==> src/rtl/counter_ctrl_pkg.sv <==
// Shared types and default sizes for the counter_ctrl block.
// Prescaled tick source is selected by COUNTER_CTRL_PRESCALE_EN (see counter_ctrl.sv).
package counter_ctrl_pkg;

   localparam int DEF_WIDTH   = 8;
   localparam int DEF_PRESC_W = 4;

   typedef enum logic [1:0] {
      IDLE  = 2'd0,
      RUN   = 2'd1,
      PAUSE = 2'd2
   } state_e;

   function automatic logic is_busy(input state_e s);
      return (s != IDLE);
   endfunction

endpackage

==> src/rtl/counter_ctrl_presc.sv <==
// Tick prescaler: one tick every load+1 enabled cycles, phase cleared by clr.
// Only compiled when COUNTER_CTRL_PRESCALE_EN is defined.
`ifdef COUNTER_CTRL_PRESCALE_EN
module counter_ctrl_presc
   import counter_ctrl_pkg::*;
#(
   parameter int PRESC_W = DEF_PRESC_W
) (
   input  logic               clk,
   input  logic               rst,
   input  logic               en,
   input  logic               clr,
   input  logic [PRESC_W-1:0] load,
   output logic               tick
);

   logic [PRESC_W-1:0] cnt_q;
   logic [PRESC_W-1:0] cnt_d;

   // Phase only advances while enabled, so a pause freezes it mid-period.
   assign tick = en && (cnt_q == load);

   always_comb begin
      // NOTE: assign a default before any branch so no path leaves cnt_d unassigned (no latch).
      cnt_d = cnt_q;
      if (clr) begin
         cnt_d = '0;
      end else if (tick) begin
         cnt_d = '0;
      end else if (en) begin
         cnt_d = cnt_q + PRESC_W'(1);
      end
   end

   always_ff @(posedge clk or posedge rst) begin
      // NOTE: non-blocking assignments here so every flop samples pre-edge values.
      if (rst) begin
         cnt_q <= '0;
      end else begin
         cnt_q <= cnt_d;
      end
   end

endmodule
`endif

==> src/rtl/counter_ctrl.sv <==
// Start/stop/pause terminal counter with one-shot and auto-reload modes.
// Define COUNTER_CTRL_PRESCALE_EN to divide the tick by presc+1; otherwise ticks every RUN cycle.
module counter_ctrl
   import counter_ctrl_pkg::*;
#(
   parameter int WIDTH   = DEF_WIDTH,
   parameter int PRESC_W = DEF_PRESC_W
) (
   input  logic               clk,
   input  logic               rst,
   input  logic               start,
   input  logic               stop,
   input  logic               mode,
   input  logic [WIDTH-1:0]   term,
   input  logic [PRESC_W-1:0] presc,
   output logic [WIDTH-1:0]   count,
   output logic               busy,
   output logic               done
);

   state_e             state_q, state_d;
   logic [WIDTH-1:0]   count_q, count_d;
   logic [WIDTH-1:0]   term_q, term_d;
   logic               mode_q, mode_d;
   logic               busy_q, busy_d;
   logic               done_q, done_d;

   logic               run_en;
   logic               idle_start;
   logic               tick;

   // A stop cycle in RUN must not tick, so stop wins over a coincident terminal tick.
   assign run_en     = (state_q == RUN) && !stop;
   assign idle_start = (state_q == IDLE) && start && !stop;

`ifdef COUNTER_CTRL_PRESCALE_EN
   logic [PRESC_W-1:0] presc_q, presc_d;

   assign presc_d = idle_start ? presc : presc_q;

   always_ff @(posedge clk or posedge rst) begin
      if (rst) begin
         presc_q <= '0;
      end else begin
         presc_q <= presc_d;
      end
   end

   counter_ctrl_presc #(
      .PRESC_W (PRESC_W)
   ) u_presc (
      .clk  (clk),
      .rst  (rst),
      .en   (run_en),
      .clr  (idle_start),
      .load (presc_q),
      .tick (tick)
   );
`else
   logic presc_unused;

   assign presc_unused = ^presc;
   assign tick         = run_en;
`endif

   always_comb begin
      state_d = state_q;
      count_d = count_q;
      term_d  = term_q;
      mode_d  = mode_q;
      done_d  = 1'b0;

      unique case (state_q)
         IDLE: begin
            if (idle_start) begin
               state_d = RUN;
               count_d = '0;
               term_d  = term;
               mode_d  = mode;
            end
         end

         RUN: begin
            if (stop) begin
               state_d = PAUSE;
            end else if (tick) begin
               if (count_q == term_q) begin
                  done_d = 1'b1;
                  if (mode_q) begin
                     count_d = '0;
                  end else begin
                     state_d = IDLE;
                  end
               end else begin
                  count_d = count_q + WIDTH'(1);
               end
            end
         end

         PAUSE: begin
            if (stop) begin
               state_d = IDLE;
            end else if (start) begin
               state_d = RUN;
            end
         end

         default: begin
            state_d = IDLE;
         end
      endcase

      busy_d = is_busy(state_d);
   end

   always_ff @(posedge clk or posedge rst) begin
      if (rst) begin
         state_q <= IDLE;
         count_q <= '0;
         term_q  <= '0;
         mode_q  <= 1'b0;
         busy_q  <= 1'b0;
         done_q  <= 1'b0;
      end else begin
         state_q <= state_d;
         count_q <= count_d;
         term_q  <= term_d;
         mode_q  <= mode_d;
         busy_q  <= busy_d;
         done_q  <= done_d;
      end
   end

   assign count = count_q;
   assign busy  = busy_q;
   assign done  = done_q;

endmodule

==> config.mk <==
export PLATFORM = sky130hd
export DESIGN_NAME = counter_ctrl
export DESIGN_NICKNAME = d
export VERILOG_FILES = /design/src/rtl/counter_ctrl_pkg.sv /design/src/rtl/counter_ctrl_presc.sv /design/src/rtl/counter_ctrl.sv
export SDC_FILE = /design/constraint.sdc
export NUM_CORES = 1
export LEC_CHECK = 0
export ABC_AREA = 0
export CAP_MARGIN = 20
export CORE_MARGIN = 2
export CORE_UTILIZATION = 30
export CTS_CLUSTER_DIAMETER = 60
export CTS_CLUSTER_SIZE = 20
export DETAILED_ROUTE_END_ITERATION = 8
export GPL_TIMING_DRIVEN = 0
export PLACE_DENSITY = 0.63
export SLEW_MARGIN = 20
export SYNTH_ARGS = -nofsm -noshare
export SYNTH_HDL_FRONTEND = slang
export SYNTH_HIERARCHICAL = 1
export SYNTH_SLANG_ARGS = --single-unit
export TNS_END_PERCENT = 20
==> constraint.sdc <==
create_clock -name clk -period 3.88 [get_ports clk]
set_input_delay 0.776 -clock clk [delete_from_list [all_inputs] [get_ports clk]]
set_output_delay 0.776 -clock clk [all_outputs]
set_load 0.05 [all_outputs]
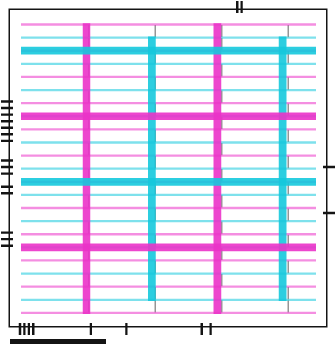
Run 1: PDN straps and rails
Bar = 20 um. Pins as bars on the die edge. Tap cells in grey.
| colour | net |
|---|---|
| cyan | VDD |
| magenta | VSS |
met1 rails: 23
rows: 22
signal pins: 27
met5 straps: 4
met4 straps: 4
worst vdd ir: 0.304 mV
die width: 65.6 um
core area: 0.00366 sq mm
die height: 65.6 um

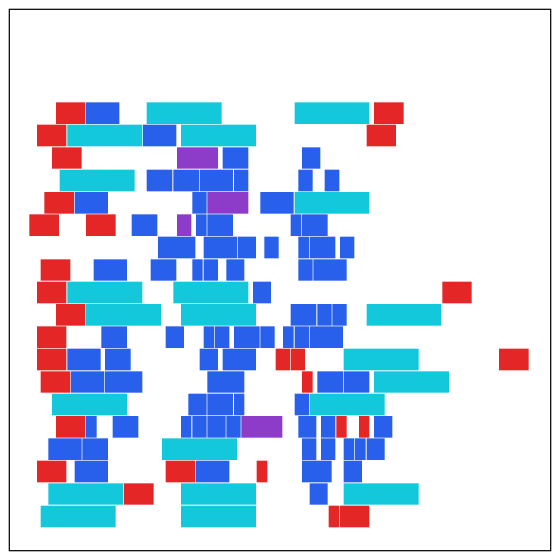
Run 1: placement by cell class
| colour | class | cells | share of their area |
|---|---|---|---|
| blue | all other logic | 79 | 42% |
| purple | clock drivers and dummy loads | 4 | 3.3% |
| red | other buffers and delay cells | 28 | 17% |
| cyan | flip-flops | 21 | 38% |
Std-Cell Rows: 22
final cell utilization of the core: 39.7%
cell area after layout: 0.00145 sq mm
fraction of area in registers: 36.1%

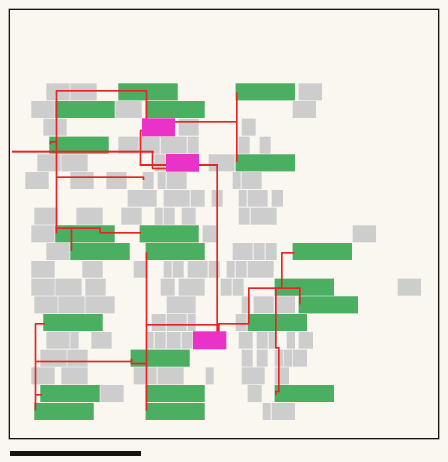
Run 1: clock distribution
Bar = 20 um.
[red] clock wires | length: 290 um
[magenta] cells driving clock nets | count: 3
[green] flip-flops | count: 21
routed clock nets: 4
clock latency on the worst-skew pair: 0.27 ns
clock skew: 0.00314 ns
Clk power: 149 uW
Clk pwr share: 18.7%

==> run_results.csv, run 1 <==
group,metric,value,unit
synth,synthDistinctLibCells,25,
clock_tree,ctsRootBufferMaster,"clkbuf_8",
global_routing,grt_pass1_vias,917,
final_timing,fin_crit,2.42,ns
worst_setup_path,path_cells,"clkdlybuf4s50_1",
synth,ys_sh_xor,6.16,%
worst_setup_path,crit_end,"count[5]",
layout,buf_share,16.4,%
outcome,status,"finished, final reports clean",
place,placed_area,0.00141,sq mm
synth,ys_sh_mux,14.9,%
worst_setup_path,critPathKind,"flip-flop to primary output",
synth,largest_area_cell,"dfrtp_1",
power,internal_power,466,uW
final_timing,fmax,414,MHz
detailed_routing,viasPerCell,5.18,
layout,n_all_buffers,28,
power,power.leakage,0.000599,uW
global_routing,grt_use_met1,15.4,%
worst_setup_path,critPathArrivalTime,1.64,ns
power,cellPowerDensity,547,mW/mm^2
synth,syn_area,0.00114,sq mm
power,pg_seq,337,uW
layout,antennaDiodeCount,0,
power,pwr-share-seq,42.4,%
worst_hold_path,hp-class,"flip-flop to flip-flop",
synth,synth.logic.top_family,"simple AND/OR/NAND/NOR gates",
--- run 2 (diff from run 1) ---
--- a/config.mk
+++ b/config.mk
@@ -13,7 +13,7 @@
 export CTS_CLUSTER_SIZE = 20
 export DETAILED_ROUTE_END_ITERATION = 8
 export GPL_TIMING_DRIVEN = 0
-export PLACE_DENSITY = 0.63
+export PLACE_DENSITY = 0.65
 export SLEW_MARGIN = 20
 export SYNTH_ARGS = -nofsm -noshare
 export SYNTH_HDL_FRONTEND = slang
==> constraint.sdc (replaced) <==
create_clock -name clk -period 1.9 [get_ports clk]
set_input_delay 0.38 -clock clk [delete_from_list [all_inputs] [get_ports clk]]
set_output_delay 0.38 -clock clk [all_outputs]
set_load 0.05 [all_outputs]
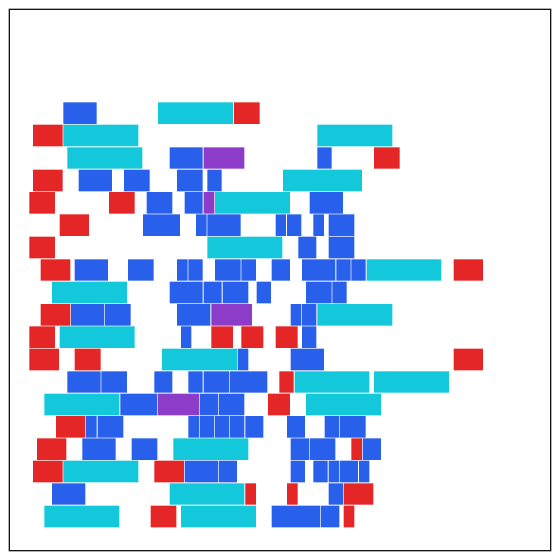
Run 2: placement by cell class
| colour | class | cells | share of their area |
|---|---|---|---|
| red | other buffers and delay cells | 30 | 18% |
| purple | clock drivers and dummy loads | 4 | 3.2% |
| blue | all other logic | 79 | 42% |
| cyan | flip-flops | 21 | 37% |
final cell utilization of the core: 40.2%
cell area after layout: 0.00147 sq mm
fraction of area in registers: 35.8%

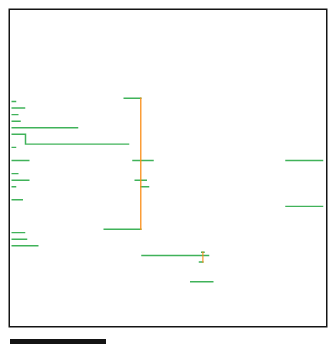
Run 2: signal wires by layer
Bar = 20 um. Two of the layers only.
| colour | layer | wire length |
|---|---|---|
| green | met3 | 122 um |
| orange | met4 | 29.2 um |
final WL: 2510 um
Wirelength per Cell: 13.8 um
Via Count: 925

==> run 2 against run 1 <==
  * First-iteration DRC count shrank 12%
  * Final area up 1.2%
  * Worst hold slack worse by 0.030 ns
  * Wire length shrank 2.3%
  * Count of clock-buffer cells in the layout increased by 1
  * Via count is 0.86% lower
  * Largest cell class unchanged
  * Largest power group unchanged
==> run_results.csv, run 2 <==
group,metric,value,unit
worst_setup_path,critPathKind,"primary input to flip-flop",
final_timing,skew,0.00521,ns
global_routing,grt_pass1_vias,912,
power,power.leakage,0.000633,uW
die,dieWidth,65.6,um
synth,syn_area,0.00114,sq mm
synth,largest_area_cell,"dfrtp_1",
power,p_clk_share,18.6,%
layout,antennaDiodeCount,0,
place,placed_area,0.00141,sq mm
layout,buf_share,17.0,%
power,cellPowerDensity,1080,mW/mm^2
global_routing,grt_use_met1,15.5,%
layout,n_all_buffers,30,
outcome,status,"finished, final reports clean",
die,coreArea,0.00366,sq mm
clock_tree,clk_latency,0.26,ns
final_timing,fmax,556,MHz
detailed_routing,viasPerCell,5.08,
synth,synthDistinctLibCells,25,
power,internal_power,925,uW
die,fp.dieH,65.6,um
power,ir_drop,0.530,mV
clock_tree,ctsRootBufferMaster,"clkbuf_8",
worst_setup_path,critPathArrivalTime,1.98,ns
--- run 3 (diff from run 2) ---
--- a/config.mk
+++ b/config.mk
@@ -14,6 +14,7 @@
 export DETAILED_ROUTE_END_ITERATION = 8
 export GPL_TIMING_DRIVEN = 0
 export PLACE_DENSITY = 0.65
+export SETUP_SLACK_MARGIN = 0.15
 export SLEW_MARGIN = 20
 export SYNTH_ARGS = -nofsm -noshare
 export SYNTH_HDL_FRONTEND = slang
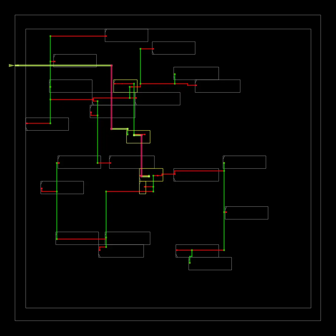
Run 3: the clock network
Flops: 21
# clk buffers: 4
CTS Buf Count: 3

==> run 3 against run 2 <==
  * Worst hold slack worse by 0.0093 ns
  * Critical path depth is 6 lower
  * Global-route usage is 0.12 points higher
  * Count of clock-buffer cells in the layout stayed put
  * Highest routed layer unchanged
==> run_results.csv, run 3 <==
group,metric,value,unit
power,cellPowerDensity,1080,mW/mm^2
die,dieWidth,65.6,um
outcome,status,"finished, final reports clean",
detailed_routing,viasPerCell,5.10,
synth,synth.avg_cell_area,10.6,sq um
detailed_routing,vias,964,
worst_setup_path,ff2ff_path_depth,5,
layout,finish.utilization,42.6,%
worst_setup_path,path_max_fanout,3,
final_timing,fmax,548,MHz
detailed_routing,wirelength,2660,um
worst_setup_path,critPathKind,"flip-flop to primary output",
power,p_clk_share,17.3,%
global_routing,grt_pass1_vias,941,
layout,logic_area,592,sq um
die,coreArea,0.00366,sq mm
worst_setup_path,crit_path_start,"count[6]",
layout,seq_share,34.3,%
layout,final_area,0.00156,sq mm
layout,buf_share,20.5,%
die,fp_util,31.1,%
power,internal_power,1010,uW
detailed_routing,wl_per_cell,14.0,um
worst_setup_path,reg2reg_slack,0.14,ns
global_routing,grt_use_met1,17.2,%
synth,largest_area_cell,"dfrtp_1",
place,placed_area,0.00142,sq mm
layout,lay_top_count,"mux2_2",
die,fp.dieH,65.6,um
clock_tree,path_clk_slew,0.08,ns
layout,nFillCells,344,
power,ir_drop,0.616,mV
layout,n_all_buffers,37,
worst_setup_path,critPathArrivalTime,1.45,ns
place,place_inst,176,
synth,syn_area,0.00114,sq mm
layout,antennaDiodeCount,0,
synth,synthDistinctLibCells,25,
clock_tree,ctsRootBufferMaster,"clkbuf_8",
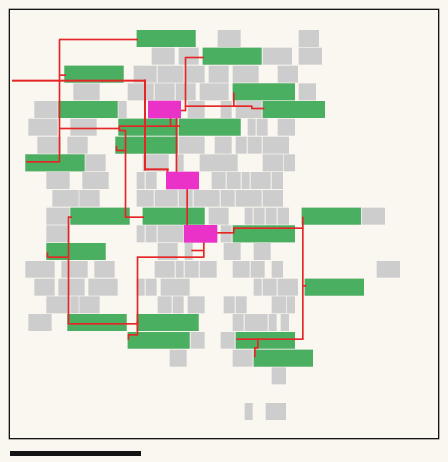
Run 3: clock distribution
Bar = 20 um.
[red] clock wires | length: 284 um
[green] flip-flops | count: 21
[magenta] cells driving clock nets | count: 3
routed clock nets: 4
clock skew: 0.00294 ns
Clk power: 291 uW
clock latency on the worst-skew pair: 0.26 ns

Power and IR drop assume default switching activity.
